run_1/detail.png
The bar under the picture is 10 um long. Window x 39 to 64, y 18 to 43 um. Cells in gray, sequential cells in the stronger gray; small squares are vias.
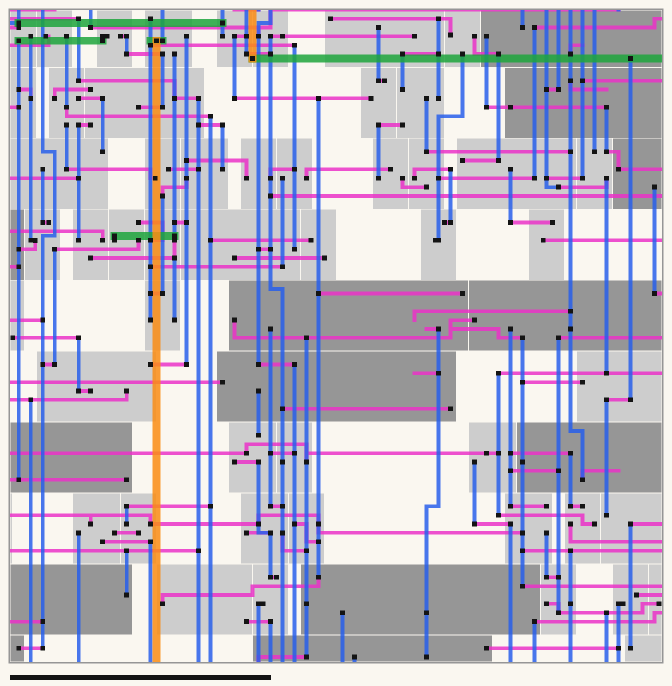
run_1/metal_density.png
20 x 20 tiles, from black (low) to pale yellow (high), scaled to the fullest tile. Values are wire area over tile area, all layers added.
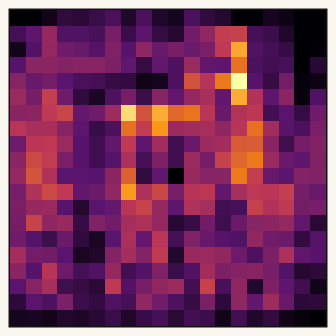
run_1/clk_routes.png
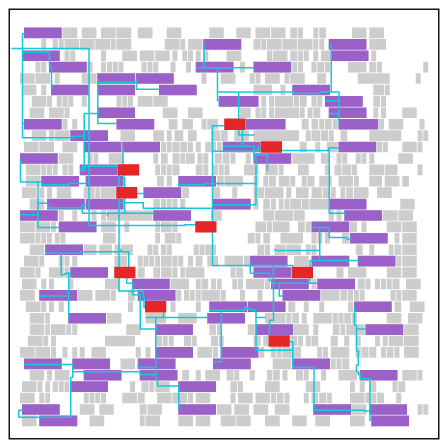
run_1/logic_types.png
The bar under the picture is 20 um long.
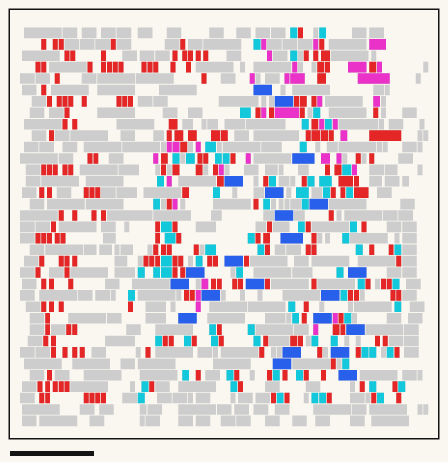
[src/rtl/indirect_protect_ctrl.sv]
// ---------------------------------------------------------------------------
// indirect_protect_ctrl
//
// Controller and configurator for the indirect-pointer store detector.
// Owns the detector's write-block window, arms/disarms the detector through
// its sync_reset, captures the PC of each detection, keeps a saturating
// event count, raises a trap request to the exception unit, waits out the
// handler and then holds the detector in reset for a cooldown period before
// re-arming it.
//
// Ports
//   clk, reset                 clock, asynchronous active-high reset
//   cfg_wr/cfg_addr/cfg_wdata  config write (0=CTRL 1=BLK_START 2=BLK_END 3=STATUS)
//   cfg_rdata                  combinational read of the register at cfg_addr
//   det_active_in, pc_in       detection pulse and the PC presented with it
//   exception_handler_active   trap handler is running
//   trap_ack                   exception unit accepts the trap request
//   det_sync_reset             holds the detector in reset
//   det_blk_wr_start/end       write-block window to the detector
//   trap_req, trap_pc          trap request and PC of the last detection
//   event_count                saturating detection count
//   armed                      controller is not DISARMED
//
// CTRL write: bit0 arm, bit1 trap_en, bit2 clear_count (self-clearing).
// CTRL read : {trap_en, armed}.
// STATUS    : [CNT_BITS-1:0] event_count, [18:16] state code
//             (0 DISARMED, 1 ARMED, 2 TRAP_REQ, 3 WAIT_HANDLER, 4 COOLDOWN),
//             [20] err (last arm attempt had an empty window), [21] trap_en.
// ---------------------------------------------------------------------------
module indirect_protect_ctrl #(
    parameter int MEM_ADDR_BITS   = 16,
    parameter int PC_BITWIDTH     = 32,
    parameter int CNT_BITS        = 8,
    parameter int COOLDOWN_CYCLES = 4
) (
    input  logic                     clk,
    input  logic                     reset,
    input  logic                     cfg_wr,
    input  logic [1:0]               cfg_addr,
    input  logic [31:0]              cfg_wdata,
    output logic [31:0]              cfg_rdata,
    input  logic                     det_active_in,
    input  logic [PC_BITWIDTH-1:0]   pc_in,
    input  logic                     exception_handler_active,
    input  logic                     trap_ack,
    output logic                     det_sync_reset,
    output logic [MEM_ADDR_BITS-1:0] det_blk_wr_start,
    output logic [MEM_ADDR_BITS-1:0] det_blk_wr_end,
    output logic                     trap_req,
    output logic [PC_BITWIDTH-1:0]   trap_pc,
    output logic [CNT_BITS-1:0]      event_count,
    output logic                     armed
);

    typedef enum logic [4:0] {
        DISARMED     = 5'b00001,
        ARMED        = 5'b00010,
        TRAP_REQ     = 5'b00100,
        WAIT_HANDLER = 5'b01000,
        COOLDOWN     = 5'b10000
    } state_t;

    localparam int CD_W = (COOLDOWN_CYCLES > 1) ? $clog2(COOLDOWN_CYCLES) : 1;
    localparam logic [CD_W-1:0]     CD_LOAD = CD_W'(COOLDOWN_CYCLES - 1);
    localparam logic [CNT_BITS-1:0] CNT_MAX = '1;

    state_t                   state;
    state_t                   state_next;
    logic                     trap_en;
    logic                     err;
    logic                     seen;
    logic [CD_W-1:0]          cool_cnt;
    logic [2:0]               state_code;

    logic ctrl_wr;
    logic arm_req;
    logic disarm_req;
    logic clear_req;
    logic window_ok;
    logic det_take;
    logic arm_attempt;

    // Bits of the write bus above the window width carry no meaning.
    logic unused_wdata;
    assign unused_wdata = ^cfg_wdata[31:MEM_ADDR_BITS];

    assign ctrl_wr     = cfg_wr && (cfg_addr == 2'd0);
    assign arm_req     = ctrl_wr && cfg_wdata[0];
    assign disarm_req  = ctrl_wr && !cfg_wdata[0];
    assign clear_req   = ctrl_wr && cfg_wdata[2];
    assign window_ok   = det_blk_wr_start < det_blk_wr_end;
    assign arm_attempt = (state == DISARMED) && arm_req;
    // A disarm in the same cycle suppresses the detection entirely.
    assign det_take    = (state == ARMED) && det_active_in && !disarm_req;

    // Moore outputs decoded from the state register, so the asynchronous
    // reset drives them to their idle values immediately.
    assign armed          = (state != DISARMED);
    assign det_sync_reset = (state != ARMED);
    assign trap_req       = (state == TRAP_REQ);

    // NOTE: every combinational output gets a default before the case so no
    // path leaves it unassigned and no latch is inferred.
    always_comb begin
        state_next = state;
        unique case (state)
            DISARMED:     if (arm_req && window_ok) state_next = ARMED;
            ARMED:        if (det_active_in) state_next = trap_en ? TRAP_REQ : COOLDOWN;
            TRAP_REQ:     if (trap_ack) state_next = WAIT_HANDLER;
            WAIT_HANDLER: if (seen && !exception_handler_active) state_next = COOLDOWN;
            COOLDOWN:     if (cool_cnt == '0) state_next = ARMED;
            default:      state_next = DISARMED;
        endcase
        if (disarm_req) state_next = DISARMED;
    end

    // NOTE: state is updated with non-blocking assignments so every flop
    // samples the pre-edge values regardless of block ordering.
    always_ff @(posedge clk or posedge reset) begin
        if (reset) state <= DISARMED;
        else       state <= state_next;
    end

    // Configuration registers; the window is locked unless disarmed.
    always_ff @(posedge clk or posedge reset) begin
        if (reset) begin
            det_blk_wr_start <= '0;
            det_blk_wr_end   <= '0;
            trap_en          <= 1'b0;
            err              <= 1'b0;
        end else begin
            if (cfg_wr && (cfg_addr == 2'd1) && (state == DISARMED))
                det_blk_wr_start <= cfg_wdata[MEM_ADDR_BITS-1:0];
            if (cfg_wr && (cfg_addr == 2'd2) && (state == DISARMED))
                det_blk_wr_end <= cfg_wdata[MEM_ADDR_BITS-1:0];
            if (ctrl_wr)
                trap_en <= cfg_wdata[1];
            if (arm_attempt)
                err <= !window_ok;
        end
    end

    // Detection capture and saturating count; clear beats increment.
    always_ff @(posedge clk or posedge reset) begin
        if (reset) begin
            trap_pc     <= '0;
            event_count <= '0;
        end else begin
            if (det_take)
                trap_pc <= pc_in;
            if (clear_req)
                event_count <= '0;
            else if (det_take && (event_count != CNT_MAX))
                event_count <= event_count + 1'b1;
        end
    end

    // Handler-seen flag lives only inside WAIT_HANDLER; the cooldown counter
    // is preloaded outside COOLDOWN so it starts full on entry.
    always_ff @(posedge clk or posedge reset) begin
        if (reset) begin
            seen     <= 1'b0;
            cool_cnt <= CD_LOAD;
        end else begin
            seen <= (state == WAIT_HANDLER) ? (seen | exception_handler_active) : 1'b0;
            if (state != COOLDOWN)
                cool_cnt <= CD_LOAD;
            else if (cool_cnt != '0)
                cool_cnt <= cool_cnt - 1'b1;
        end
    end

    always_comb begin
        state_code = 3'd0;
        unique case (state)
            DISARMED:     state_code = 3'd0;
            ARMED:        state_code = 3'd1;
            TRAP_REQ:     state_code = 3'd2;
            WAIT_HANDLER: state_code = 3'd3;
            COOLDOWN:     state_code = 3'd4;
            default:      state_code = 3'd0;
        endcase
    end

    always_comb begin
        cfg_rdata = '0;
        unique case (cfg_addr)
            2'd0: cfg_rdata[1:0] = {trap_en, armed};
            2'd1: cfg_rdata[MEM_ADDR_BITS-1:0] = det_blk_wr_start;
            2'd2: cfg_rdata[MEM_ADDR_BITS-1:0] = det_blk_wr_end;
            2'd3: begin
                cfg_rdata[CNT_BITS-1:0] = event_count;
                cfg_rdata[18:16]        = state_code;
                cfg_rdata[20]           = err;
                cfg_rdata[21]           = trap_en;
            end
            default: cfg_rdata = '0;
        endcase
    end

endmodule

[config.mk]
export PLATFORM = sky130hd
export DESIGN_NAME = indirect_protect_ctrl
export DESIGN_NICKNAME = d
export VERILOG_FILES = /design/src/rtl/indirect_protect_ctrl.sv
export SDC_FILE = /design/constraint.sdc
export NUM_CORES = 1
export LEC_CHECK = 0
export ABC_AREA = 1
export ABC_CLOCK_PERIOD_IN_PS = 3300
export CORE_MARGIN = 2
export CORE_UTILIZATION = 45
export CTS_BUF_LIST = sky130_fd_sc_hd__clkbuf_8
export DETAILED_ROUTE_END_ITERATION = 6
export PLACE_DENSITY_LB_ADDON = 0.1
export SLEW_MARGIN = 20
export SYNTH_ARGS = -nofsm -noshare
export SYNTH_HDL_FRONTEND = slang
export SYNTH_SLANG_ARGS = --single-unit
[constraint.sdc]
create_clock -name clk -period 3.3 [get_ports clk]
set_input_delay 0.825 -clock clk [delete_from_list [all_inputs] [get_ports clk]]
set_output_delay 0.825 -clock clk [all_outputs]
set_load 0.01 [all_outputs]
==> out/results.ini, run 1 <==
[min_path]
holdPathEnd=trap_pc[6]

[sta]
tns_ns=0
relSlewSlack_pct=60.2
hold_slack_ns=0.475
max_freq_ghz=0.309

[layout]
flop_area_mm2=0.00206
nets=809
flops=82
buffers=166

[synthesis]
syn_area_per_cell_um2=7.79
topCellsByArea=dfrtp_1 46%, nand2_1 18%, inv_1 6.7%, ha_1 6.4%, o21ai_0 4.4%
top_cells_by_count=205 x nand2_1, 79 x dfrtp_1, 77 x inv_1

[worst_setup_path]
path_cells=clkdlybuf4s15_1 > ha_2 > clkinv_1 > buf_4 > o211ai_1 > nand2_1 > inv_1 > clkdlybuf4s50_1
crit_path_end=cfg_rdata[3]
reg2reg_to=det_blk_wr_start[1]
cpPeakStageDelay_ns=0.54

[job]
tool_warnings=46

[pwr]
p_leak_nw=3.13
combPwrFrac_pct=45.8
power_density_mw_per_mm2=775
swShare_pct=37.1

[cts]
clock-sinks=82

[place]
place_inst=833
hpwl_um=8610
dp_slack_ns=-0.223

[floorplanning]
rows=35

[run_status]
outcome=finished clean

[routing]
routed_wl_um=11600

## Picture notes: detail.png
blue -> metal 2
orange -> metal 4
magenta -> metal 1
green -> metal 3
cells with their middle in the window = 55
most frequent = nand2_1 (19), inv_1 (9), dfrtp_1 (9)
netlist names of flops here include = det_blk_wr_start (5), det_blk_wr_end (4)
sequential cells in the window = 9

## Picture notes: metal_density.png
nearly empty tiles = 3.7%
mean over tiles = 0.18
fullest tile = 0.60
tiles over half the peak = 12%

## Picture notes: clk_routes.png
purple -> flip-flops  # count 82
cyan -> clock wires  # length 1030 um
red -> clock drivers  # count 9
flops lie = widely spread
routed clock nets = 10

## Picture notes: logic_types.png
blue -> fa/ha/maj cells  # cells 22, most used ha_1
cyan -> aoi and oai cells  # cells 76, most used o21ai_0
red -> nand cells  # cells 231, most used nand2_1, where widely spread
magenta -> nor cells  # cells 34, most used nor2_1
Layout Cells excl Fill: 849
most instantiated logic cell after routing: nand2_1
logic share of the area: 29.8%

[run 1: registers in the layout (all words and copies together), names as in the netlist]
register and count:
trap_en 1, err 1, det_blk_wr_start 16, state 5, det_blk_wr_end 16, seen 1, event_count 8, trap_pc 32
cool_cnt 2
[run 1: routing by layer]
| metal | global-route usage, % | wire length (um) | share of wire [%] | vias to the layer above |
|---|---|---|---|---|
| li1 | - | - | - | 2033 |
| met1 | 27.9 | 4750 | 41 | 1920 |
| met2 | 39.1 | 5760 | 50 | 159 |
| met3 | 6.57 | 959 | 8.3 | 13 |
| met4 | 7.59 | 148 | 1.3 | 0 |
| met5 | 0 | 0 | 0 | - |
[run 1: placed cells by master, fill, tap and decap left out, drive strengths merged, types with 3 or more instances in the layout]
cell type      instances
nand2                207
clkdlybuf4s50        143
inv                   80
dfrtp                 79
o21ai                 44
nor2                  26
ha                    22
a21oi                 21
nand3                 18
buf                   15
clkbuf                12
conb                  11
o211ai                 6
dlygate4sd2            6
nand4                  6
nor3                   6
dfstp                  3
clkinv                 3
[run 1: kinds of logic after synthesis]
kind of cell / after synthesis / synth area share, %
compound gates: 77 / 9.61
fa+ha+maj: 22 / 6.37
buf+inv: 108 / 10.4
flops: 82 / 47.5
other cells: 1 / 0.0867
simple gates: 265 / 26.0
[run 1: power by group through the flow]
stage                     Clock (mW)  Sequential [mW]  Combinational (mW)
after floorplan                    0             1.89               0.903
final                          0.850             1.78                2.21
after CTS                      0.864             1.77                2.24
after detailed placement           0             1.78                2.24
after global routing           0.912             1.83                2.47
after global placement             0             1.76                2.17
[run 1: worst reg2reg max path: stages, from the launching register on]
cell,delay (ns)
dfstp_2,0.52
inv_1,0.09
nor4_4,0.45
nand3_2,0.59
o21ai_0,0.41
run_1/placement.png
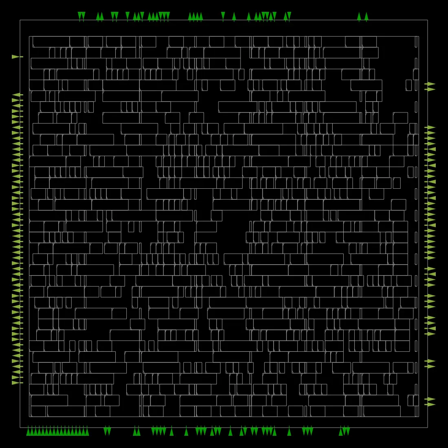

==> inputs of run 2 (changes only) <==
--- a/config.mk
+++ b/config.mk
@@ -11,6 +11,7 @@
 export CORE_UTILIZATION = 45
 export CTS_BUF_LIST = sky130_fd_sc_hd__clkbuf_8
 export DETAILED_ROUTE_END_ITERATION = 6
+export GPL_TIMING_DRIVEN = 0
 export PLACE_DENSITY_LB_ADDON = 0.1
 export SLEW_MARGIN = 20
 export SYNTH_ARGS = -nofsm -noshare
run_2/placement.png
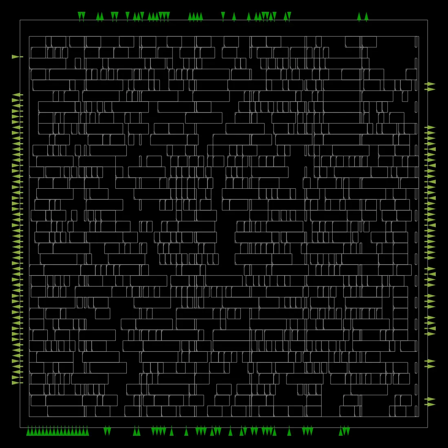
FP Rows: 35
FILL cells: 796

==> run 2 against run 1 <==
Against the previous run: register-to-register slack improved by 0.16 ns; clock skew about the same; worst hold slack got worse by 0.0044 ns; routed wire length up 0.51%; largest cell class unchanged.
==> out/results.ini, run 2 <==
[run_status]
outcome=finished clean  ; unchanged

[synthesis]
topCellsByArea=dfrtp_1 46%, nand2_1 18%, inv_1 6.7%, ha_1 6.4%, o21ai_0 4.4%  ; unchanged
ys_sh_simple_pct=26.0  ; unchanged
ys_sh_mux_pct=0  ; unchanged
fa_ha_area_share_pct=6.37  ; unchanged
syn_area_per_cell_um2=7.79  ; unchanged
netlist_logic_family_top=simple AND/OR/NAND/NOR gates  ; unchanged
top_cells_by_count=205 x nand2_1, 79 x dfrtp_1, 77 x inv_1  ; unchanged

[routing]
top_layer=met4  ; unchanged
wl_met3_um=1010  ; was 959 um
routed_wl_um=11700  ; was 11600 um
met2_length_um=5490  ; was 5760 um
wl_met1_um=4960  ; was 4750 um

[layout]
largest_reg_flops=32  ; unchanged
comb_area_share_pct=30.0  ; was 29.8%
final_common_cell=nand2_1  ; unchanged
final_cell_mix=205 x nand2_1, 146 x clkdlybuf4s50_1, 79 x dfrtp_1, 76 x inv_1, 38 x o21ai_0  ; was 205 x nand2_1, 143 x clkdlybuf4s50_1, 79 x dfrtp_1, 74 x inv_1, 38 x o21ai_0
top_regs=trap_pc (32), det_blk_wr_end (16), det_blk_wr_start (16)  ; unchanged
nets=822  ; was 809
buffers=179  ; was 166
regMostFlops=trap_pc  ; unchanged

[min_path]
holdPathEnd=trap_pc[20]  ; was trap_pc[6]
min_path_type=reg -> reg  ; unchanged

[job]
tool_warnings=46  ; unchanged

[sta]
relSlewSlack_pct=64.3  ; was 60.2%
tns_ns=0  ; unchanged
max_freq_ghz=0.313  ; was 0.309 GHz
setup_viol=0  ; unchanged

[worst_setup_path]
path_cells=clkdlybuf4s15_2 > inv_2 > ha_4 > clkbuf_8 > nand2_1 > nand3_1 > nand2_1 > inv_1 > clkdlybuf4s50_1  ; was clkdlybuf4s15_1 > ha_2 > clkinv_1 > buf_4 > o211ai_1 > nand2_1 > inv_1 > clkdlybuf4s50_1
cpPeakStageDelay_ns=0.53  ; was 0.54 ns
reg2reg_to=det_blk_wr_start[12]  ; was det_blk_wr_start[1]

[global_route]
grt_util_met2_pct=37.3  ; was 39.1%
top_usage_layer=met2  ; unchanged
use_met3_pct=6.77  ; was 6.57%

[place]
hpwl_um=8830  ; was 8610 um

[pwr]
p_leak_nw=3.17  ; was 3.13 nW
power_density_mw_per_mm2=744  ; was 775 mW/mm2

[cts]
clock-sinks=82  ; unchanged

run_2/clk_routes.png
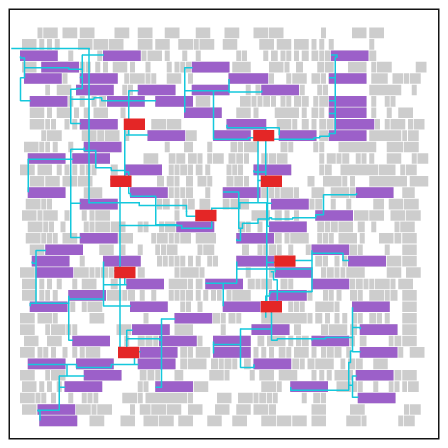
purple -> flip-flops  # count 82
cyan -> clock wires  # length 982 um
red -> clock drivers  # count 9
flops lie = widely spread
routed clock nets = 10
clk pwr: 0.683 mW
worst skew pair latency: 0.34 ns
Worst Skew: 0.00757 ns
clock power share: 14.5%

## run 2: cell counts after synthesis
Identical to the previous run, type by type.
## run 2: what timing repair did
item | CTS | global route
endpoints found under the setup margin | 19 | 4
hold buffers | 0 | 0
setup buffers | 1 | 2
resized | 22 | 3
## run 2: kinds of logic after synthesis
kind of cell | count (synthesis)
flops | 82
simple gates | 265
buf+inv | 108
other cells | 1
fa+ha+maj | 22
compound gates | 77
## run 2: power by group
| part | internal, mW | total, mW | switching (mW) |
|---|---|---|---|
| Sequential | 1.41 | 1.77 | 0.362 |
| Clock | 0.338 | 0.683 | 0.345 |
| Combinational | 1.19 | 2.25 | 1.06 |
| Total | 2.93 | 4.70 | 1.77 |
## run 2: how the worst max path moves through the flow
stage | from | end | slack (ns)
2_1_floorplan | reset | det_blk_wr_end[0] | 0.37
3_3_place_gp | reset | state[3] | -0.97
3_5_place_dp | cfg_addr[0] | cfg_rdata[5] | -0.85
4_1_cts | cfg_addr[0] | cfg_rdata[5] | 0.04
5_1_grt | cfg_addr[0] | cfg_rdata[2] | 0.02
6_report | cfg_addr[0] | cfg_rdata[2] | 0.10
## run 2: worst min-delay path, stage by stage, from the launching register on
cell     delay (ns)
dfrtp_1        0.35
nand2_1        0.05
nand2_1        0.05
## run 2: through the flow
step | total power, mW | cells | area, um2 | hold WS, ns | setup slack (ns)
3_5_place_dp | 4.03 | 846 | 6060 | 0.458 | -0.850
6_report | 4.70 | 862 | 6320 | 0.471 | 0.103
5_1_grt | 5.08 | 862 | 6320 | 0.493 | 0.0219
4_1_cts | 4.74 | 861 | 6300 | 0.477 | 0.0351
3_3_place_gp | 3.95 | 845 | 6030 | 0.453 | -0.968
2_1_floorplan | 2.79 | 565 | 4360 | 0.472 | 0.372
Power figures rest on the tool's default switching activity, not on a simulated workload.
